### config.mk
export PLATFORM = sky130hd
export DESIGN_NAME = rr_requester_flat
export DESIGN_NICKNAME = d
export VERILOG_FILES = /design/src/rtl/rr_requester_if.sv /design/src/rtl/rr_requester.sv /design/src/flat_wrapper.sv
export SDC_FILE = /design/constraint.sdc
export NUM_CORES = 1
export LEC_CHECK = 0
export CAP_MARGIN = 20
export CORE_UTILIZATION = 56
export DETAILED_ROUTE_END_ITERATION = 7
export DONT_BUFFER_PORTS = 1
export PLACE_DENSITY = 0.81
export SKIP_LAST_GASP = 1
export SLEW_MARGIN = 20
export SYNTH_ARGS = -nofsm -noshare
export SYNTH_HDL_FRONTEND = slang
export SYNTH_SLANG_ARGS = --single-unit
### constraint.sdc
create_clock -name clk -period 2.7 [get_ports clk]
set_clock_uncertainty 0.05 [all_clocks]
set_input_delay 0.405 -clock clk [delete_from_list [all_inputs] [get_ports clk]]
set_output_delay 0.405 -clock clk [all_outputs]
set_load 0.02 [all_outputs]
### src/rtl/rr_requester_if.sv
// Lane bundle between a requester agent, its local producer, the arbiter lane and the shared bus.
// The master modport is the requester side; the slave modport is everything around it.
interface rr_requester_if #(
    parameter int DATA_WIDTH = 8
);
    logic                  job_valid;
    logic                  job_ready;
    logic [DATA_WIDTH-1:0] job_data;
    logic                  job_last;
    logic                  Req;
    logic                  Grant;
    logic                  bus_valid;
    logic                  bus_ready;
    logic [DATA_WIDTH-1:0] bus_data;
    logic                  bus_last;
    logic                  ovf_err;

    modport master (
        input  job_valid, job_data, job_last, Grant, bus_ready,
        output job_ready, Req, bus_valid, bus_data, bus_last, ovf_err
    );

    modport slave (
        output job_valid, job_data, job_last, Grant, bus_ready,
        input  job_ready, Req, bus_valid, bus_data, bus_last, ovf_err
    );
endinterface

### src/rtl/rr_requester.sv
// Requester agent: buffers producer beats, requests the arbiter once a whole packet is stored,
// then streams exactly one packet per grant and idles one cycle so other lanes can win.
module rr_requester #(
    parameter int DATA_WIDTH = 8,
    parameter int DEPTH      = 8
) (
    input  logic                 clk,
    input  logic                 rst_n,
    rr_requester_if.master       lane
);
    localparam int AW = $clog2(DEPTH);
    localparam int PW = AW + 1;

    typedef enum logic [1:0] {
        IDLE = 2'd0,
        REQ  = 2'd1,
        SEND = 2'd2,
        GAP  = 2'd3
    } state_t;

    state_t                state_r;
    state_t                state_nxt_s;
    logic [PW-1:0]         wr_ptr_r;
    logic [PW-1:0]         rd_ptr_r;
    logic [PW-1:0]         pkt_cnt_r;
    logic                  req_r;
    logic                  bus_valid_r;
    logic                  job_ready_r;
    logic                  ovf_err_r;
    logic [DATA_WIDTH-1:0] mem_data_r [DEPTH];
    logic                  mem_last_r [DEPTH];

    logic                  push_s;
    logic                  pop_s;
    logic                  head_last_s;
    logic [DATA_WIDTH-1:0] head_data_s;
    logic [PW-1:0]         wr_ptr_nxt_s;
    logic [PW-1:0]         rd_ptr_nxt_s;
    logic [PW-1:0]         count_nxt_s;
    logic [PW-1:0]         pkt_cnt_nxt_s;
    logic                  full_nxt_s;

    // job_ready_r mirrors !full, so a push can never land on a full FIFO
    assign push_s       = lane.job_valid & job_ready_r;
    assign pop_s        = bus_valid_r & lane.bus_ready;
    assign head_data_s  = mem_data_r[rd_ptr_r[AW-1:0]];
    assign head_last_s  = mem_last_r[rd_ptr_r[AW-1:0]];
    assign wr_ptr_nxt_s = wr_ptr_r + (push_s ? PW'(1) : PW'(0));
    assign rd_ptr_nxt_s = rd_ptr_r + (pop_s ? PW'(1) : PW'(0));
    assign count_nxt_s  = wr_ptr_nxt_s - rd_ptr_nxt_s;
    assign full_nxt_s   = (count_nxt_s == PW'(DEPTH));

    // Packet counter update: simultaneous last-push and last-pop cancel out
    always_comb begin
        pkt_cnt_nxt_s = pkt_cnt_r;
        case ({push_s & lane.job_last, pop_s & head_last_s})
            2'b10:   pkt_cnt_nxt_s = pkt_cnt_r + PW'(1);
            2'b01:   pkt_cnt_nxt_s = pkt_cnt_r - PW'(1);
            default: pkt_cnt_nxt_s = pkt_cnt_r;
        endcase
    end

    // Lane state transitions; Grant only matters while requesting
    always_comb begin
        state_nxt_s = state_r;
        case (state_r)
            IDLE: begin
                if (pkt_cnt_r != PW'(0)) begin
                    state_nxt_s = REQ;
                end else begin
                    state_nxt_s = IDLE;
                end
            end
            REQ: begin
                if (lane.Grant) begin
                    state_nxt_s = SEND;
                end else begin
                    state_nxt_s = REQ;
                end
            end
            SEND: begin
                if (pop_s && head_last_s) begin
                    state_nxt_s = GAP;
                end else begin
                    state_nxt_s = SEND;
                end
            end
            GAP:     state_nxt_s = IDLE;
            default: state_nxt_s = IDLE;
        endcase
    end

    // FSM, pointers, counters and all registered outputs
    always_ff @(posedge clk or negedge rst_n) begin
        if (!rst_n) begin
            state_r     <= IDLE;
            wr_ptr_r    <= '0;
            rd_ptr_r    <= '0;
            pkt_cnt_r   <= '0;
            req_r       <= 1'b0;
            bus_valid_r <= 1'b0;
            job_ready_r <= 1'b1;
            ovf_err_r   <= 1'b0;
        end else begin
            state_r     <= state_nxt_s;
            wr_ptr_r    <= wr_ptr_nxt_s;
            rd_ptr_r    <= rd_ptr_nxt_s;
            pkt_cnt_r   <= pkt_cnt_nxt_s;
            req_r       <= (state_nxt_s == REQ);
            // Valid only when the head will hold a real beat, so a tail still arriving stalls the bus
            bus_valid_r <= (state_nxt_s == SEND) && (count_nxt_s != PW'(0));
            job_ready_r <= !full_nxt_s;
            // Full with no complete packet can never drain: the packet exceeds the buffer
            ovf_err_r   <= ovf_err_r | (full_nxt_s && (pkt_cnt_nxt_s == PW'(0)));
        end
    end

    // FIFO storage; contents are don't-care while empty, so no reset is needed
    always_ff @(posedge clk) begin
        if (push_s) begin
            mem_data_r[wr_ptr_r[AW-1:0]] <= lane.job_data;
            mem_last_r[wr_ptr_r[AW-1:0]] <= lane.job_last;
        end
    end

    assign lane.job_ready = job_ready_r;
    assign lane.Req       = req_r;
    assign lane.bus_valid = bus_valid_r;
    assign lane.bus_data  = bus_valid_r ? head_data_s : {DATA_WIDTH{1'b0}};
    assign lane.bus_last  = bus_valid_r & head_last_s;
    assign lane.ovf_err   = ovf_err_r;
endmodule

### src/flat_wrapper.sv
// flat-port wrapper written by rule: the top's interface ports become plain ports
module rr_requester_flat 
#(
    parameter int DATA_WIDTH = 8,
    parameter int DEPTH      = 8
)
  (clk, rst_n, lane_job_valid, lane_job_data, lane_job_last, lane_Grant, lane_bus_ready, lane_job_ready, lane_Req, lane_bus_valid, lane_bus_data, lane_bus_last, lane_ovf_err);
  rr_requester_if #(.DATA_WIDTH(DATA_WIDTH)) lane_i ();
  input  logic clk;
  input  logic rst_n;
  input wire logic [$bits(lane_i.job_valid)-1:0] lane_job_valid;
  input wire logic [$bits(lane_i.job_data)-1:0] lane_job_data;
  input wire logic [$bits(lane_i.job_last)-1:0] lane_job_last;
  input wire logic [$bits(lane_i.Grant)-1:0] lane_Grant;
  input wire logic [$bits(lane_i.bus_ready)-1:0] lane_bus_ready;
  output wire logic [$bits(lane_i.job_ready)-1:0] lane_job_ready;
  output wire logic [$bits(lane_i.Req)-1:0] lane_Req;
  output wire logic [$bits(lane_i.bus_valid)-1:0] lane_bus_valid;
  output wire logic [$bits(lane_i.bus_data)-1:0] lane_bus_data;
  output wire logic [$bits(lane_i.bus_last)-1:0] lane_bus_last;
  output wire logic [$bits(lane_i.ovf_err)-1:0] lane_ovf_err;
  assign lane_i.job_valid = lane_job_valid;
  assign lane_i.job_data = lane_job_data;
  assign lane_i.job_last = lane_job_last;
  assign lane_i.Grant = lane_Grant;
  assign lane_i.bus_ready = lane_bus_ready;
  assign lane_job_ready = lane_i.job_ready;
  assign lane_Req = lane_i.Req;
  assign lane_bus_valid = lane_i.bus_valid;
  assign lane_bus_data = lane_i.bus_data;
  assign lane_bus_last = lane_i.bus_last;
  assign lane_ovf_err = lane_i.ovf_err;
  rr_requester #(.DATA_WIDTH(DATA_WIDTH), .DEPTH(DEPTH)) u_core (.clk(clk), .rst_n(rst_n), .lane(lane_i));
endmodule
==> out/notes.md, run 1 <==
With the initial antenna violation count at 0, the final weighted congestion in routability-driven placement is 0.815. The overall die width was 84.0 microns; the final setup violation count was 1. According to the timing report, the critical path is captured at u_core.lane.ovf_err. The most frequently used flop master after synthesis was sky130_fd_sc_hd__edfxtp_1. Summing all flip-flop and latch instances after layout gives 2620 sq um.

For reference, the top cells by count after synthesis are sky130_fd_sc_hd__edfxtp_1, sky130_fd_sc_hd__dfrtp_1, sky130_fd_sc_hd__mux4_2. The synthesized design spends more area on one cell type than any other, namely sky130_fd_sc_hd__edfxtp_1. The detailed router reports a met3 wire length of 382 microns. The script parses the final routing iteration and logs DRC violations as 4.

The layout report lists the multi-input gate area as 1110 sq um. The maximum achievable frequency was 0.355 GHz. The cell family contributing the most delay on the critical path is simple AND/OR/NAND/NOR gates. The design received a total of 77 well taps at floorplan. Clock-pin slew was measured on the worst setup and hold paths at 90 ps. The final critical-path setup slack is -119 ps. The flow ran to the end, but the final reports show violations.

The tools report the pre-placement core utilization as 0.586. The final reports fail on DRC, setup timing. Leaving out the clock tree, the finished layout contains an inverter count of 8.
[run 1: state kept, by name, indices dropped and copies added, names as in the netlist]
| signal | cells |
|---|---|
| u_core.state_r | 2 |
| u_core.wr_ptr_r | 4 |
| u_core.mem_last_r | 8 |
| u_core.lane.job_ready | 1 |
| u_core.lane.bus_valid | 1 |
| u_core.lane.ovf_err | 1 |
| u_core.mem_data_r | 64 |
| u_core.pkt_cnt_r | 4 |
| u_core.lane.Req | 1 |
| u_core.rd_ptr_r | 4 |
[run 1: where the power goes]
group	switching (W)	internal, W
logic	0.000881	0.000863
registers	0.000197	0.00179
clock network	0.000451	0.000614
total	0.00153	0.00327
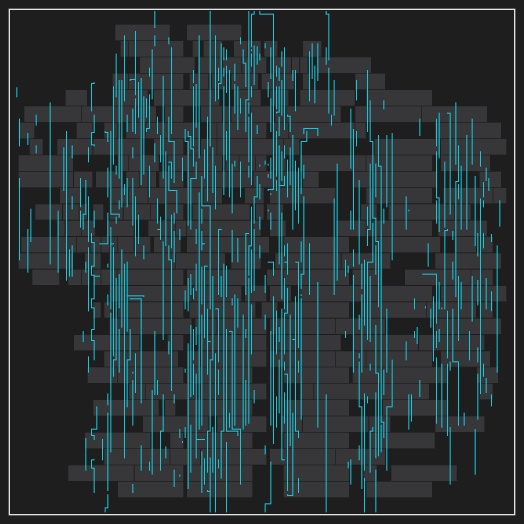
*The metal 2 layer, run 1*
Scale: 6 px per micron.
The wires run mostly vertical. The layer holds 50% of the routed length. The longest straight run is 42.7 microns. The layer carries 3270 microns of wire.
via count of the routed design: 1916
Post-Route WL: 6520 microns

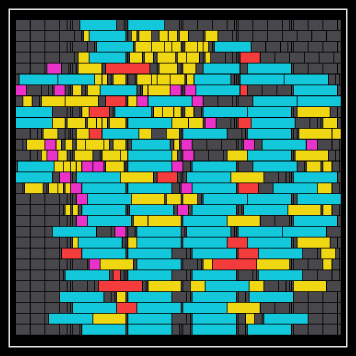
*Placed cells, one colour a class, run 1*
Scale: 4 px per micron. Fill, decap, tap and diode cells in grey.
remaining buffers and delay cells: drawn in magenta, cells 25, share of their area 4.5%. sequential cells: drawn in cyan, cells 90, share of their area 62%. clock drivers and dummy loads: drawn in red, cells 16, share of their area 5.8%. combinational and other logic: drawn in yellow, cells 117, share of their area 27%.
final non-filler cell area: 4280 sq um
final core utilization: 0.667
floorplan core area: 6420 sq um

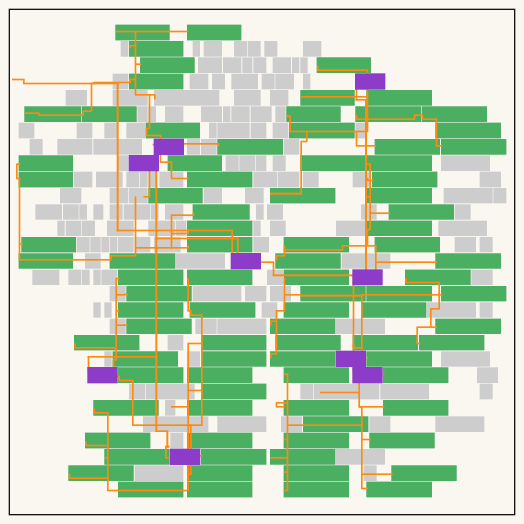
*Clock wires, drivers and flops, run 1*
Scale: 6 px per micron.
clock drivers: drawn in purple, count 9. clock wires: drawn in orange, length 870 microns. flip-flops: drawn in green, count 90.
There are 10 routed clock nets.
clock group power: 0.00107 W
clock insertion delay at the later pin of the skew report: 350 ps
portion of total power attributed to the clock network: 0.222

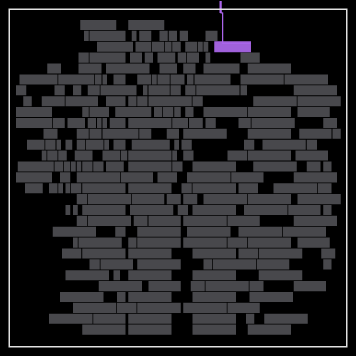
*Port wiring, run 1*
Scale: 4 px per micron.
`lane_Req`: drawn in purple, bits 1, direction output, end cells 1, buffers 0, wire 15.5 microns.
Port Buffer Count: 0
Top Ports: 27

### The clock network, run 1

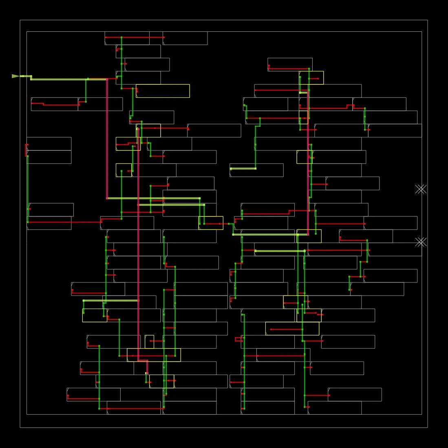

==> run 1 -> run 2 <==
Settings changed: PLACE_DENSITY 0.81 to default, PLACE_DENSITY_LB_ADDON from default to 0.2.
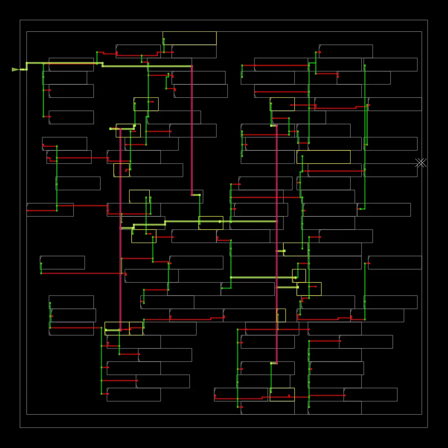
*The clock network, run 2*
flop count: 90
# clk buffers: 9

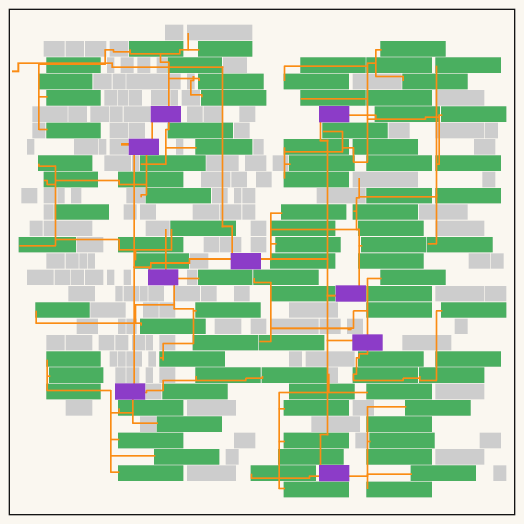
*Clock wires, drivers and flops, run 2*
Scale: 6 px per micron.
clock drivers: drawn in purple, count 9. flip-flops: drawn in green, count 90. clock wires: drawn in orange, length 913 microns.
There are 10 routed clock nets.
portion of total power attributed to the clock network: 0.210
clock group power: 0.00101 W

==> out/notes.md, run 2 <==
The portion of total power attributed to sequential cells is 0.415. The checks that failed: DRC, setup timing. The switching power is 0.00157 W, and the insertion delay of the later-clocked pin in the worst-skew pair is 350 ps. For the sequential logic power, the log shows 0.00198 W. Detailed-route via count: 1926.

The category of cells accounting for the largest share of critical-path delay was simple AND/OR/NAND/NOR gates. Total of buffers placed on input and output ports: 0. The final report gives the standard cell area, fillers excluded, as 4290 sq um. Leaving out buffers and inverters, the combinational logic in the layout accounts for 1120 sq um.

Detailed-route wire length: 6820 microns. The maximum number of pins on one net before global-route repair is 19, and the fraction of the core area covered by cells at the end of the flow is 0.669. The run gives 0.00179 W as the power consumed by combinational cells. Of all power groups, the one with the highest power is sequential cells. On the reported timing paths, the clock transition at the registers reads 90 ps. The register with the most flip-flops in the layout has 64 of them. The final critical-path setup slack was -82.8 ps; the detailed-routed wire length on met3 was 309 microns. During tapcell insertion the tool placed 77 well taps. The run gives 6420 sq um for the core region area. With the number of signal-net inverters in the final layout at 8, the switching share of total power is 0.329. The cell type that accounts for the most area after synthesis is sky130_fd_sc_hd__edfxtp_1. The worst stage delay on the critical path is 460 ps. The run gives 2620 sq um as the sequential cell area.

The final weighted congestion in routability-driven placement was 0.780. The final setup violation count came out at 1. The pre-placement core utilization is 0.586. Most frequently used flop master after synthesis: sky130_fd_sc_hd__edfxtp_1. With the initial antenna violation count at 0, the residual DRC count is 2.

Maximum achievable frequency: 0.359 GHz. The tools report the number of diodes added for antenna fixing as 0. The run finished, with violations left.
-- run 2: path summary, 6_finish.rpt --
check,endpoint,cells past startpoint,from
min in group asynchronous,u_core.pkt_cnt_r[3],1,rst_n
setup / recovery,u_core.lane.ovf_err,11,u_core.rd_ptr_r[0]
hold reg to reg,u_core.wr_ptr_r[3],1,u_core.wr_ptr_r[3]
hold / removal,u_core.mem_data_r[1][4],0,lane_job_data[4]
setup reg to reg,u_core.lane.ovf_err,11,u_core.rd_ptr_r[0]
max in group asynchronous,u_core.rd_ptr_r[0],1,rst_n
-- run 2: cell families after synthesis --
family	count (synthesis)	share of synthesized area
and+or+nand+nor	46	0.0688
muxes	30	0.133
adders and majority gates	10	0.0332
DFF	90	0.694
xor gates and xnor gates	10	0.0289
buffers and inverters	13	0.0146
AOI/OAI and AO/OA	13	0.0269
### Port wiring, run 2

Scale: 4 px per micron.
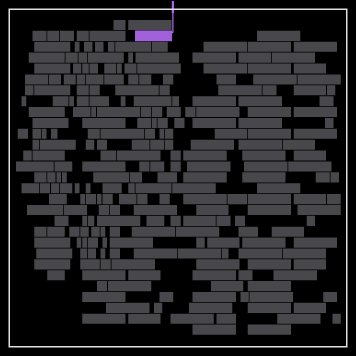

==> run 2 -> run 3 <==
Settings changed: PLACE_DENSITY from default to 0.74, PLACE_DENSITY_LB_ADDON 0.2 to default.
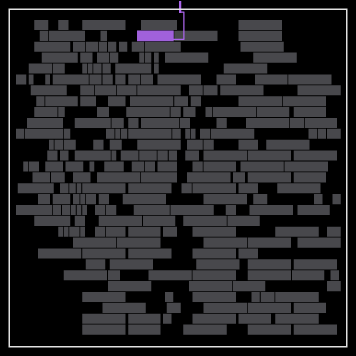
*Port wiring, run 3*
Scale: 4 px per micron.
`lane_Req`: drawn in purple, bits 1, direction output, end cells 1, buffers 0, wire 10.8 microns.

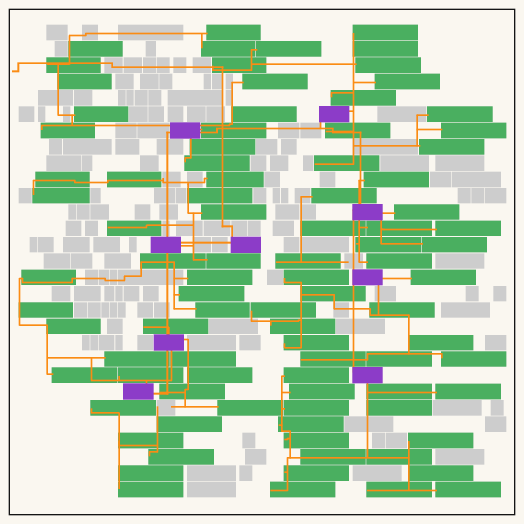
*Clock wires, drivers and flops, run 3*
Scale: 6 px per micron.
clock drivers: drawn in purple, count 9. clock wires: drawn in orange, length 901 microns. flip-flops: drawn in green, count 90.
Position of the flops: spread over the die.
clock group power: 0.00110 W
portion of total power attributed to the clock network: 0.228

==> out/notes.md, run 3 <==
The flow ran to the end, but the final reports show violations. The final reports fail on DRC. The xor-xnor portion of the synthesized cell area was 0.0289; the maximum number of pins on one net before global-route repair was 19. The number of sequential cells reported for the layout is 90.

In this run the worst setup path terminates at u_core.lane.ovf_err. Post-synthesis cell type with the largest combined area: sky130_fd_sc_hd__edfxtp_1. The number of cells on the critical path works out to 11. Summed over all combinational cells, the power is 0.00172 W. Switching share of total power: 0.319. Total of buffers placed on input and output ports: 0. The tools report the initial antenna violation count as 0. With the fraction of the mapped netlist area in simple logic gates at 0.0688, the residual DRC count is 4. The power report lists the sequential group at 0.00198 W. The endpoint of the worst register-to-register path was u_core.lane.ovf_err. The worst reg-to-reg path cell count was 11. The final non-filler cell area was 4290 sq um. For hold timing, the worst endpoint is u_core.mem_data_r[5][6]. The area used by multi-input combinational logic is 1110 sq um, and the number of placed I/O pins is 27.
## run 3: cell count changes in the layout (fill, tap and decap cells not counted)
cell / change
sky130_fd_sc_hd__buf_4: -4
sky130_fd_sc_hd__a22oi_1: +1
sky130_fd_sc_hd__a22oi_2: -1
sky130_fd_sc_hd__bufinv_16: +1
sky130_fd_sc_hd__clkinv_2: -1
sky130_fd_sc_hd__clkinv_4: +1
sky130_fd_sc_hd__clkinvlp_4: -1
sky130_fd_sc_hd__ha_1: -1
sky130_fd_sc_hd__ha_2: +1
sky130_fd_sc_hd__inv_6: +1
sky130_fd_sc_hd__inv_8: -1
## run 3: timing repair
action	CTS	global route
hold buffers	1	0
buffers inserted	2	1
pin swaps	5	3
endpoints found under the setup margin	1	1
hold endpoints to repair	18	0
resized	3	0
No activity file was given, so power comes from the tool's default toggle rates.
